File: src/rtl/half_adder_pkg.sv
// Shared constants and result type for the registered half-adder slice.
package half_adder_pkg;
  localparam int HA_DEFAULT_WIDTH = 1;
  localparam int HA_DEFAULT_CNT_W = 16;

  typedef struct packed {
    logic sum;
    logic carry;
  } ha_result_t;
endpackage

File: src/rtl/half_adder_reg_ha_cell.sv
// Purely combinational 1-bit half adder.
module ha_cell (
  input  logic a,
  input  logic b,
  output logic s,
  output logic c
);
  assign s = a ^ b;
  assign c = a & b;
endmodule

File: src/rtl/half_adder_reg.sv
// Registered lane-parallel half adder with a valid bit travelling beside the data.
// Optional saturating carry-event counter when HALF_ADDER_STATS_EN is defined.
module half_adder_reg
  import half_adder_pkg::*;
#(
  parameter int WIDTH = HA_DEFAULT_WIDTH,
  parameter int CNT_W = HA_DEFAULT_CNT_W
) (
  input  logic             clk,
  input  logic             rst,
  input  logic [WIDTH-1:0] A,
  input  logic [WIDTH-1:0] B,
  input  logic             in_valid,
  output logic [WIDTH-1:0] Sum,
  output logic [WIDTH-1:0] Carry,
`ifdef HALF_ADDER_STATS_EN
  output logic [CNT_W-1:0] carry_count,
`endif
  output logic             out_valid
);

  if (WIDTH < 1 || CNT_W < 1) begin : g_bad_cfg
    $error("half_adder_reg: WIDTH and CNT_W must be >= 1");
  end

  ha_result_t [WIDTH-1:0] res;
  logic [WIDTH-1:0] sum_d, sum_q, carry_d, carry_q;
  logic             valid_q;

  for (genvar i = 0; i < WIDTH; i++) begin : g_lane
    ha_cell u_cell (.a(A[i]), .b(B[i]), .s(res[i].sum), .c(res[i].carry));
  end

  // Idle cycles hold the last result so X on A/B cannot leak through.
  always_comb begin
    sum_d   = sum_q;
    carry_d = carry_q;
    if (in_valid) begin
      for (int i = 0; i < WIDTH; i++) begin
        sum_d[i]   = res[i].sum;
        carry_d[i] = res[i].carry;
      end
    end
  end

  always_ff @(posedge clk or posedge rst) begin
    if (rst) begin
      sum_q   <= '0;
      carry_q <= '0;
      valid_q <= 1'b0;
    end else begin
      sum_q   <= sum_d;
      carry_q <= carry_d;
      valid_q <= in_valid;
    end
  end

  assign Sum       = sum_q;
  assign Carry     = carry_q;
  assign out_valid = valid_q;

`ifdef HALF_ADDER_STATS_EN
  logic [CNT_W-1:0] cnt_d, cnt_q;

  // One event per cycle with any lane carrying; sticks at all-ones.
  always_comb begin
    cnt_d = cnt_q;
    if (in_valid && (|(A & B)) && (cnt_q != '1)) cnt_d = cnt_q + CNT_W'(1);
  end

  always_ff @(posedge clk or posedge rst) begin
    if (rst) cnt_q <= '0;
    else     cnt_q <= cnt_d;
  end

  assign carry_count = cnt_q;
`endif

endmodule

File: config.mk
export PLATFORM = sky130hd
export DESIGN_NAME = half_adder_reg
export DESIGN_NICKNAME = d
export VERILOG_FILES = /design/src/rtl/half_adder_pkg.sv /design/src/rtl/half_adder_reg_ha_cell.sv /design/src/rtl/half_adder_reg.sv
export SDC_FILE = /design/constraint.sdc
export NUM_CORES = 1
export LEC_CHECK = 0
export CAP_MARGIN = 30
export CORE_AREA = 4 4 41 43
export CTS_CLUSTER_SIZE = 8
export DETAILED_ROUTE_END_ITERATION = 6
export DIE_AREA = 0 0 45 47
export PLACE_DENSITY = 0.32
export REMOVE_ABC_BUFFERS = 1
export SETUP_SLACK_MARGIN = 0.1
export SLEW_MARGIN = 0
export SYNTH_ARGS = -nofsm -noshare
export SYNTH_HDL_FRONTEND = slang
export SYNTH_SLANG_ARGS = --single-unit
File: constraint.sdc
create_clock -name clk -period 2.01 [get_ports clk]
set_input_delay 0.5025 -clock clk [delete_from_list [all_inputs] [get_ports clk]]
set_output_delay 0.5025 -clock clk [all_outputs]
set_load 0.01 [all_outputs]
**Clock wires, drivers and flops**

Bar = 10 microns.
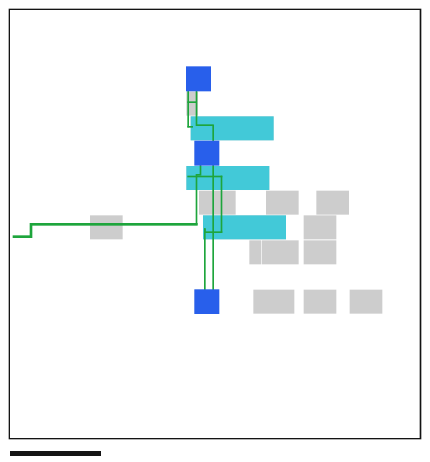
cyan -> flip-flops  # count 3
blue -> clock drivers  # count 3
green -> clock wires  # length 84.8 microns
routed clock nets = 4

**Wiring by layer**

Bar = 10 microns.
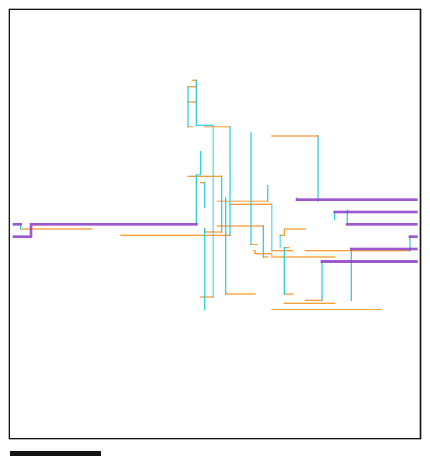
cyan -> metal 2  # wire length 129 microns
purple -> metal 3  # wire length 69.9 microns
orange -> metal 1  # wire length 105 microns

==> results_tabular.tex <==
% Yosys + OpenROAD metrics
\begin{tabular}{lr}
\hline
Metric & Value \\
\hline
\multicolumn{2}{l}{\textbf{Outcome}} \\
Outcome & finished, final reports clean \\
\multicolumn{2}{l}{\textbf{Timing}} \\
Accumulated negative setup slack & 0 ps \\
Hold violation count in the final report & 0 \\
Final count of pins violating max slew & 0 \\
Crit share post-route & $\sim$80\% \\
Final setup viols & 0 \\
Worst setup margin & 409 ps \\
Period minus WS final & $\sim$1600 ps \\
Clk\_skew & 0 ps \\
Worst-Margin Slew & 151 ps \\
RSZ-0062 raised after global routing & no \\
Max-slew headroom at the worst pin & between 80 and 90\% \\
Max Freq & between 600 and 700 MHz \\
\multicolumn{2}{l}{\textbf{Logic synthesis}} \\
Warning count from the yosys run & 0 \\
Number of distinct standard cells referenced by the synthesized netlist & 4 \\
Sequential element share of the synthesized area & approximately two thirds \\
Dominant cell area share & approximately two thirds \\
Syn\_area\_per\_cell & between 15 and 20 sq um \\
Syn Inst Count & 7 \\
Number of cells in the yosys synthesis report & 7 \\
Yosys-reported design area after synthesis & 114 sq um \\
Biggest area contributors in the synthesized netlist & sky130\_fd\_sc\_hd\_\_dfrtp\_1 66\%, sky130\_fd\_sc\_hd\_\_mux2\_2 20\%, sky130\_fd\_sc\_hd\_\_ha\_1 11\%, sky130\_fd\_sc\_hd\_\_inv\_1 3.3\% \\
Flops out of synthesis & 3 \\
Cell type with the highest aggregate area in the netlist & sky130\_fd\_sc\_hd\_\_dfrtp\_1 \\
Summed instance area of the synthesized netlist & 114 sq um \\
\multicolumn{2}{l}{\textbf{Die}} \\
Die X-Extent & 45 microns \\
Core Area & 0.00130 sq mm \\
Die Footprint & 0.00212 sq mm \\
Overall die height & roughly 47 microns \\
Count of boundary I/O pins & 8 \\
Num rows & 13 \\
Floorplan Utilization & 8.75\% \\
\multicolumn{2}{l}{\textbf{Global route}} \\
First-pass GRT wire length & 489 microns \\
Gr busiest metal & met4 \\
Vias in the first global route & 136 \\
Number of antenna violations at the first check in global routing & 0 \\
Aggregate global-route resource usage & approximately 4.3\% \\
Global-route met3 utilization & 5.36\% \\
Largest net degree at the start of global routing & 4 \\
Met2 usage in global routing & 4.52\% \\
Met1 Usage GRT & under 10\% \\
GR Overflow Total & 0 \\
\multicolumn{2}{l}{\textbf{Clock network}} \\
Number of hold-repair buffers added at the cts stage & 0 \\
TritonCTS clock tree & built \\
Insertion delay to the later sink of the worst-skew pair & 230 ps \\
Master cell of the clock root buffer & sky130\_fd\_sc\_hd\_\_clkbuf\_4 \\
Number of H-tree branching levels & 1 \\
Buffer levels on the longest clock path & 2 \\
Number of buffers added by the clock tree synthesis step & 3 \\
Post\_cts resized & 0 \\
Post-CTS Setup Inserts & 0 \\
Clock sink count & 3 \\
Post-CTS clock slew at the launch and capture registers of the worst setup and hold paths & 40 ps \\
\multicolumn{2}{l}{\textbf{Setup path}} \\
Critical Path Source Type & flop \\
Kind of end point of the critical path & output pin \\
Critical-path cell list & clkdlybuf4s50\_1 \\
Slowest cell on crit path & sky130\_fd\_sc\_hd\_\_clkdlybuf4s50\_1 \\
Worst setup path class & flop to output pin \\
Worst Path Arrival & 1100 ps \\
Highest cell delay on the worst timing path & 540 ps \\
Critical Path Fanout Max & 2 \\
Crit-path leading delay family & buffers and inverters \\
Required time at the endpoint of the critical path & 1510 ps \\
Startpoint of the most critical setup path & Sum \\
Reg-to-reg critical path startpoint & Carry \\
Buffers and inverters on the worst path & 1 \\
\multicolumn{2}{l}{\textbf{Place}} \\
Pre-CTS setup slack & 424 ps \\
Port Buf Inserts & 7 \\
Routability congestion estimate & 0.672 \\
\multicolumn{2}{l}{\textbf{Route}} \\
Routed length on met2 & $\sim$130 microns \\
Number of iterations in the first detailed-routing pass & 1 \\
Final ANT Viol Nets & 0 \\
Drt total wl & 304 microns \\
Wirelength per Cell & slightly above 9 microns \\
Via count & 93 \\
Drt first-iter violations & 0 \\
Via density per instance & 2.82 \\
Total DRC errors in the routed layout & 0 \\
Highest metal layer with signal wires & met3 \\
WL met1 & 105 microns \\
DR WL met3 & 69 microns \\
\multicolumn{2}{l}{\textbf{Flow run}} \\
Number of max-cap violations & 0 \\
Tool warnings & 28 \\
\multicolumn{2}{l}{\textbf{Power and ir drop}} \\
Cell Pwr Density & 898 mW/mm\^{}2 \\
Worst VDD drop & between 0.1 and 0.15 mV \\
Leakage & 0.100 nW \\
\multicolumn{2}{l}{\textbf{Cells and area}} \\
Layout cells sized above 1 & 27.8\% \\
Number of diodes added for antenna fixing & 0 \\
Nets & 25 \\
Layout overhead on the synthesized area & 101\% \\
\multicolumn{2}{l}{\textbf{Min path}} \\
Hold Path Class & primary input to asynchronous set/reset pin \\
\hline
\end{tabular}
-- kinds of logic after synthesis --
kind of cell	Yosys count	synth area share [%]
adders and majority gates	1	11.0
buffers and inverters	1	3.29
DFF	3	65.9
muxes	2	19.8
-- metrics by stage --
stage               instance area [sq um]  hold slack (ps)  power (mW)  instances  util (%)
finish                                229              444       0.206         33      17.6
detailed placement                    203              495       0.102         29      15.6
CTS                                   229              443       0.211         33      17.6
floorplan                             114              256      0.0795          7         -
global placement                      203              507       0.102         29      15.6
global route                          229              471       0.224         33      17.6
-- final cells by class --
type / instances / area [sq um]
sequential: 3 / 75.1
multi-input combinational: 3 / 35.0
tap: 15 / 18.8
fill: 152 / 1070
clock buffer: 4 / 26.3
inverter: 1 / 3.75
timing repair buffer: 7 / 70.1
-- cells in the mapped netlist --
library cell / n
sky130_fd_sc_hd__dfrtp_1: 3
sky130_fd_sc_hd__inv_1: 1
sky130_fd_sc_hd__mux2_2: 2
sky130_fd_sc_hd__ha_1: 1
-- report_power, final --
part	internal (mW)	total [mW]	leakage (nW)	switching, mW
sequential	0.0665	0.0688	0.0362	0.00227
clock	0.0744	0.105	0.0150	0.0307
combinational	0.0214	0.0317	0.0490	0.0102
-- final timing paths --
path / to / slack (ps) / cells past startpoint
setup / recovery: Sum / 410 / 1
hold / removal: Sum / 440 / 2
setup reg to reg: Carry / 1280 / 1
hold reg to reg: Carry / 500 / 1
max in group asynchronous: out_valid / 1440 / 2
min in group clk: Carry / 500 / 1
-- layout by cell type, fill, tap and decap left out, drive strengths merged --
| cell type | instances |
|---|---|
| dfrtp | 3 |
| mux2 | 2 |
| inv | 1 |
| ha | 1 |
| clkdlybuf4s50 | 7 |
| clkbuf | 4 |
-- flip-flops by register name, summed over array words and instances, names as in the netlist --
name / flops
Carry: 1
Sum: 1
out_valid: 1
No activity file was given, so power comes from the tool's default toggle rates.
